===== src/rtl/pic_pkg.sv =====
// ----------------------------------------------------------------------------
// Module : pic_pkg
// Brief  : Shared constants and helpers for the PIC request/service sequencer.
// Rev    : 1.0
// ----------------------------------------------------------------------------
`default_nettype none

package pic_pkg;

   localparam int          NUM_IR         = 8;
   localparam logic [2:0]  SPURIOUS_LEVEL = 3'd7;

   localparam logic [1:0]  ST_IDLE = 2'd0;
   localparam logic [1:0]  ST_ACK1 = 2'd1;
   localparam logic [1:0]  ST_ACK2 = 2'd2;

   // OCW2 {R,SL,EOI}
   localparam logic [2:0]  OCW2_ROT_AEOI_CLR = 3'b000;
   localparam logic [2:0]  OCW2_NS_EOI       = 3'b001;
   localparam logic [2:0]  OCW2_NOP          = 3'b010;
   localparam logic [2:0]  OCW2_S_EOI        = 3'b011;
   localparam logic [2:0]  OCW2_ROT_AEOI_SET = 3'b100;
   localparam logic [2:0]  OCW2_ROT_NS_EOI   = 3'b101;
   localparam logic [2:0]  OCW2_SET_PRIO     = 3'b110;
   localparam logic [2:0]  OCW2_ROT_S_EOI    = 3'b111;

   // Rank 0 is the highest priority, i.e. the level just above lowest_prio.
   function automatic logic [2:0] prio_rank(input logic [2:0] level,
                                            input logic [2:0] lowest);
      return level - lowest - 3'd1;
   endfunction

endpackage

`default_nettype wire


===== src/rtl/priority_resolver.sv =====
// ----------------------------------------------------------------------------
// Module : priority_resolver
// Brief  : Rotating-priority resolver; returns the highest-priority set level.
// Rev    : 1.0
// ----------------------------------------------------------------------------
`default_nettype none

module priority_resolver
   import pic_pkg::*;
(
   input  logic [NUM_IR-1:0] req,
   input  logic [2:0]        lowest_prio,
   output logic              valid,
   output logic [2:0]        level
);

   // Walk from lowest to highest priority so the last hit is the winner.
   always_comb begin
      valid = 1'b0;
      level = SPURIOUS_LEVEL;
      for (int k = NUM_IR - 1; k >= 0; k--) begin
         if (req[lowest_prio + 3'(k + 1)]) begin
            valid = 1'b1;
            level = lowest_prio + 3'(k + 1);
         end
      end
   end

endmodule

`default_nettype wire


===== src/rtl/irq_priority_sequencer.sv =====
// ----------------------------------------------------------------------------
// Module : irq_priority_sequencer
// Brief  : IRR/ISR storage, rotating priority, INTA sequencing and OCW2 EOIs.
// Rev    : 1.0
// ----------------------------------------------------------------------------
`default_nettype none

module irq_priority_sequencer
   import pic_pkg::*;
#(
   parameter int SYNC_STAGES = 2
)(
   input  logic              clk,
   input  logic              rst_n,
   input  logic [NUM_IR-1:0] ir,
   input  logic              ltim,
   input  logic              aeoi,
   input  logic [NUM_IR-1:0] imr,
   input  logic              ocw2_valid,
   input  logic [2:0]        ocw2_cmd,
   input  logic [2:0]        ocw2_level,
   input  logic              inta_n,
   output logic              int_out,
   output logic [NUM_IR-1:0] irr,
   output logic [NUM_IR-1:0] isr,
   output logic [1:0]        number_of_ack,
   output logic [2:0]        ack_level
);

   logic [SYNC_STAGES-1:0][NUM_IR-1:0] r_sync;
   logic [NUM_IR-1:0] r_irs_d;
   logic [NUM_IR-1:0] r_irr;
   logic [NUM_IR-1:0] r_isr;
   logic [2:0]        r_lowest;
   logic [2:0]        r_ack_level;
   logic              r_rot_aeoi;
   logic              r_spurious;
   logic              r_int_out;
   logic              r_inta_q;
   logic [1:0]        r_state;

   logic [NUM_IR-1:0] w_irs;
   logic [NUM_IR-1:0] w_pend;
   logic [NUM_IR-1:0] w_irr_nxt;
   logic [NUM_IR-1:0] w_isr_nxt;
   logic [NUM_IR-1:0] w_eoi_clr;
   logic [2:0]        w_lowest_nxt;
   logic [2:0]        w_rot_level;
   logic              w_rot_ocw;
   logic              w_rot_aeoi_nxt;
   logic              w_pend_valid;
   logic [2:0]        w_pend_level;
   logic              w_isr_valid;
   logic [2:0]        w_isr_level;
   logic              w_int_req;
   logic              w_fall;
   logic              w_rise;
   logic              w_take;
   logic              w_ack_done;
   logic              w_aeoi_clr;
   logic [1:0]        w_state_nxt;
   logic [1:0]        w_num_ack;

   assign w_irs  = r_sync[SYNC_STAGES-1];
   assign w_pend = r_irr & ~imr;

   priority_resolver u_pend_res (
      .req         (w_pend),
      .lowest_prio (r_lowest),
      .valid       (w_pend_valid),
      .level       (w_pend_level)
   );

   priority_resolver u_isr_res (
      .req         (r_isr),
      .lowest_prio (r_lowest),
      .valid       (w_isr_valid),
      .level       (w_isr_level)
   );

   // Fully nested: only a strictly higher-priority request may interrupt.
   assign w_int_req = w_pend_valid &&
                      (!w_isr_valid ||
                       (prio_rank(w_pend_level, r_lowest) < prio_rank(w_isr_level, r_lowest)));

   assign w_fall     = r_inta_q & ~inta_n;
   assign w_rise     = ~r_inta_q & inta_n;
   assign w_take     = (r_state == ST_IDLE) && w_fall;
   assign w_ack_done = (r_state == ST_ACK2) && w_rise;
   assign w_aeoi_clr = w_ack_done && aeoi && !r_spurious;

   // ---------------- INTA FSM ----------------
   always_ff @(posedge clk or negedge rst_n) begin
      if (!rst_n) r_state <= ST_IDLE;
      else        r_state <= w_state_nxt;
   end

   always_comb begin
      w_state_nxt = r_state;
      case (r_state)
         ST_IDLE: if (w_fall) w_state_nxt = ST_ACK1;
         ST_ACK1: if (w_fall) w_state_nxt = ST_ACK2;
         ST_ACK2: if (w_rise) w_state_nxt = ST_IDLE;
         default: w_state_nxt = ST_IDLE;
      endcase
   end

   always_comb begin
      w_num_ack = 2'd0;
      case (r_state)
         ST_ACK1: w_num_ack = 2'd1;
         ST_ACK2: w_num_ack = 2'd2;
         default: w_num_ack = 2'd0;
      endcase
   end

   // ---------------- OCW2 decode ----------------
   always_comb begin
      w_eoi_clr      = '0;
      w_rot_ocw      = 1'b0;
      w_rot_level    = r_lowest;
      w_rot_aeoi_nxt = r_rot_aeoi;
      if (ocw2_valid) begin
         case (ocw2_cmd)
            OCW2_NS_EOI: if (w_isr_valid) w_eoi_clr[w_isr_level] = 1'b1;
            OCW2_S_EOI:  if (|r_isr) w_eoi_clr[ocw2_level] = 1'b1;
            OCW2_ROT_NS_EOI: begin
               if (w_isr_valid) begin
                  w_eoi_clr[w_isr_level] = 1'b1;
                  w_rot_ocw              = 1'b1;
                  w_rot_level            = w_isr_level;
               end
            end
            OCW2_ROT_S_EOI: begin
               if (|r_isr) begin
                  w_eoi_clr[ocw2_level] = 1'b1;
                  w_rot_ocw             = 1'b1;
                  w_rot_level           = ocw2_level;
               end
            end
            OCW2_SET_PRIO: begin
               w_rot_ocw   = 1'b1;
               w_rot_level = ocw2_level;
            end
            OCW2_ROT_AEOI_SET: w_rot_aeoi_nxt = 1'b1;
            OCW2_ROT_AEOI_CLR: w_rot_aeoi_nxt = 1'b0;
            OCW2_NOP:          w_rot_aeoi_nxt = r_rot_aeoi;
            default:           w_rot_aeoi_nxt = r_rot_aeoi;
         endcase
      end
   end

   // ---------------- IRR / ISR / priority next state ----------------
   always_comb begin
      w_irr_nxt = r_irr;
      for (int i = 0; i < NUM_IR; i++) begin
         if (ltim)           w_irr_nxt[i] = w_irs[i];
         else if (!w_irs[i]) w_irr_nxt[i] = 1'b0;
         else if (!r_irs_d[i]) w_irr_nxt[i] = 1'b1;
      end
      if (w_take && w_pend_valid) w_irr_nxt[w_pend_level] = 1'b0;
   end

   // EOI clears see the pre-update ISR; the ACK1 set is applied last and wins.
   always_comb begin
      w_isr_nxt = r_isr & ~w_eoi_clr;
      if (w_aeoi_clr)             w_isr_nxt[r_ack_level]  = 1'b0;
      if (w_take && w_pend_valid) w_isr_nxt[w_pend_level] = 1'b1;
   end

   always_comb begin
      w_lowest_nxt = r_lowest;
      if (w_rot_ocw)                     w_lowest_nxt = w_rot_level;
      else if (w_aeoi_clr && r_rot_aeoi) w_lowest_nxt = r_ack_level;
   end

   always_ff @(posedge clk or negedge rst_n) begin
      if (!rst_n) begin
         r_sync      <= '0;
         r_irs_d     <= '0;
         r_irr       <= '0;
         r_isr       <= '0;
         r_lowest    <= 3'd7;
         r_ack_level <= SPURIOUS_LEVEL;
         r_rot_aeoi  <= 1'b0;
         r_spurious  <= 1'b0;
         r_int_out   <= 1'b0;
         r_inta_q    <= 1'b1;
      end else begin
         r_sync     <= {r_sync[SYNC_STAGES-2:0], ir};
         r_irs_d    <= w_irs;
         r_irr      <= w_irr_nxt;
         r_isr      <= w_isr_nxt;
         r_lowest   <= w_lowest_nxt;
         r_rot_aeoi <= w_rot_aeoi_nxt;
         r_inta_q   <= inta_n;
         r_int_out  <= w_take ? 1'b0 : w_int_req;
         if (w_take) begin
            r_ack_level <= w_pend_valid ? w_pend_level : SPURIOUS_LEVEL;
            r_spurious  <= !w_pend_valid;
         end
      end
   end

   assign int_out       = r_int_out;
   assign irr           = r_irr;
   assign isr           = r_isr;
   assign number_of_ack = w_num_ack;
   assign ack_level     = r_ack_level;

endmodule

`default_nettype wire


===== config.mk =====
export PLATFORM = sky130hd
export DESIGN_NAME = irq_priority_sequencer
export DESIGN_NICKNAME = d
export VERILOG_FILES = /design/src/rtl/pic_pkg.sv /design/src/rtl/priority_resolver.sv /design/src/rtl/irq_priority_sequencer.sv
export SDC_FILE = /design/constraint.sdc
export NUM_CORES = 1
export LEC_CHECK = 0
export CAP_MARGIN = 10
export CORE_ASPECT_RATIO = 0.9
export CORE_MARGIN = 3
export CORE_UTILIZATION = 56
export DETAILED_ROUTE_END_ITERATION = 8
export PLACE_DENSITY_LB_ADDON = 0.12
export SYNTH_ARGS = -nofsm -noshare
export SYNTH_HDL_FRONTEND = slang
export SYNTH_SLANG_ARGS = --single-unit

===== constraint.sdc =====
create_clock -name clk -period 13.9 [get_ports clk]
set_input_delay 2.78 -clock clk [delete_from_list [all_inputs] [get_ports clk]]
set_output_delay 2.78 -clock clk [all_outputs]
set_load 0.02 [all_outputs]

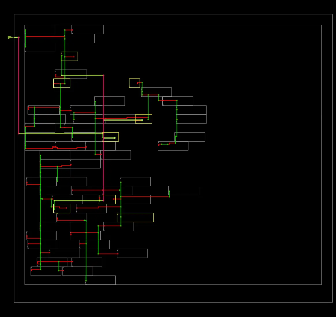
clocks.png
Setup Skew: 8.33 ps
Num CTS Buffers: 5

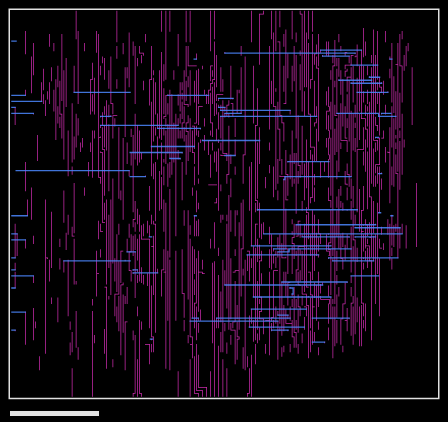
wires.png
Scale bar: 20 µm. Two of the layers only.
blue -> metal 3  # wire length 659 µm
magenta -> metal 2  # wire length 5170 µm

==> impl_metrics.json <==
{
  "num_vias": 3565,
  "final_max_slew_viol_count": 0,
  "wl_met2_um": 5170,
  "grt_pass1_vias": 3338,
  "clockBufferDepth": 2,
  "grt_max_degree": 53,
  "logic_area_um2": 2670,
  "setup-violations-final": 0,
  "gp_congestion": 0.866,
  "min_to": "w_irs[0]$_DFF_PN0_",
  "hp-start": "r_sync[0]$_DFF_PN0_",
  "tapCellCount": 93,
  "crit_buf_inv": 2,
  "globalRouteMet1Util": 0.380,
  "port_buffers": 49,
  "finalCritPeriodShare": 0.468,
  "status": "finished clean",
  "htree_levels": 2,
  "worstSetupPathType": "input port to flip-flop",
  "dr.first_iter.drc_count": 289,
  "worstPathRequired_ps": 14150,
  "top_layer": "met4",
  "period_minus_slack_ps": 6510,
  "arrival_ps": 6750,
  "grt_pass1_wl_um": 17500,
  "synth_area_um2": 4140,
  "ys_chip_area_um2": 4140,
  "flops": 52,
  "nNetsFinal": 486,
  "grt.busiest_layer": "met2",
  "hold_buffers": 0,
  "synthArstFlopShare": 1.00,
  "syn-num-nets": 446,
  "cts_setup_buffers": 0,
  "r2r_slack_ps": 7940,
  "design_area_um2": 4770,
  "row_count": 29,
  "largestClassByArea": "logic gates",
  "core_area_um2": 7110,
  "ys_types": 83,
  "ys.flop_type": "dfrtp_1",
  "drt_pass1_iterations": 5,
  "dieArea_um2": 8470,
  "path_cells": "clkdlybuf4s50_1, or3b_4, and2_4, mux4_2, a21bo_1, nand2_1, a2111o_1, nand2_4, inv_4, ha_1, fa_1, xnor2_1, xnor2_1, ha_1, a21oi_1, o21ai_0, nor2_1",
  "cp-start-kind": "input port",
  "dpl-instance-area_um2": 4650,
  "post-dp-hpwl_um": 8200,
  "vias_per_cell": 6.55,
  "cts.clk_slew.worst_paths_ps": 100,
  "fin_ws_ps": 7390,
  "routed_wl_um": 10900,
  "endpoint_kind": "flip-flop",
  "clock.fmax_mhz": 154,
  "wl_met1_um": 4860,
  "chipWidth_um": 96.7,
  "layout.nonclk_buf_frac": 0.105,
  "tightest_slew_ps": 1010
}
==> registers in the layout, summed over array words and instances (netlist names) <==
signal,cells
r_lowest,3
r_spurious,1
irr,8
r_rot_aeoi,1
int_out,1
r_irs_d,8
r_sync,8
w_irs,8
ack_level,3
r_state,2
r_inta_q,1
isr,8
==> cell usage after synthesis, types with 7 or more instances <==
master / instances / area, µm²
nand2_1: 43 / 161
xnor2_1: 7 / 61.3
nand2b_1: 11 / 68.8
o21ai_1: 9 / 45.0
dfstp_2: 7 / 184
a31oi_1: 9 / 56.3
mux2_2: 8 / 90.1
mux4_2: 23 / 518
o21ai_0: 22 / 110
mux2i_1: 16 / 160
dfrtp_1: 45 / 1130
nor2_1: 34 / 128
o31ai_1: 7 / 52.6
nor2b_1: 9 / 56.3
inv_1: 9 / 33.8
a21oi_1: 22 / 110
==> placed cells by master (no fill, tap or decap), drive strengths merged, types with 9 or more instances in the layout <==
cell	synthesis	routed
a31oi	9	9
dfrtp	45	45
a21oi	22	22
o21ai	31	31
nand2	44	44
nand2b	11	11
clkdlybuf4s50	0	48
nor2b	9	9
mux2	9	9
mux4	27	27
nor2	35	35
inv	11	11
mux2i	16	16
==> cell families after synthesis <==
| group | synth area share |
|---|---|
| simple gates | 0.177 |
| mux | 0.214 |
| flops | 0.316 |
| buf+inv | 0.0389 |
| xor+xnor | 0.0251 |
| fa+ha+maj | 0.0278 |
| compound gates | 0.201 |
==> worst max-delay path by stage <==
stage	to	cells past startpoint	slack (ps)
after floorplan	int_out$_DFF_PN0_	16	7740
after global placement	int_out$_DFF_PN0_	17	7140
after detailed placement	int_out$_DFF_PN0_	17	7070
after CTS	int_out$_DFF_PN0_	17	7410
after global routing	int_out$_DFF_PN0_	17	7180
final	int_out$_DFF_PN0_	17	7390
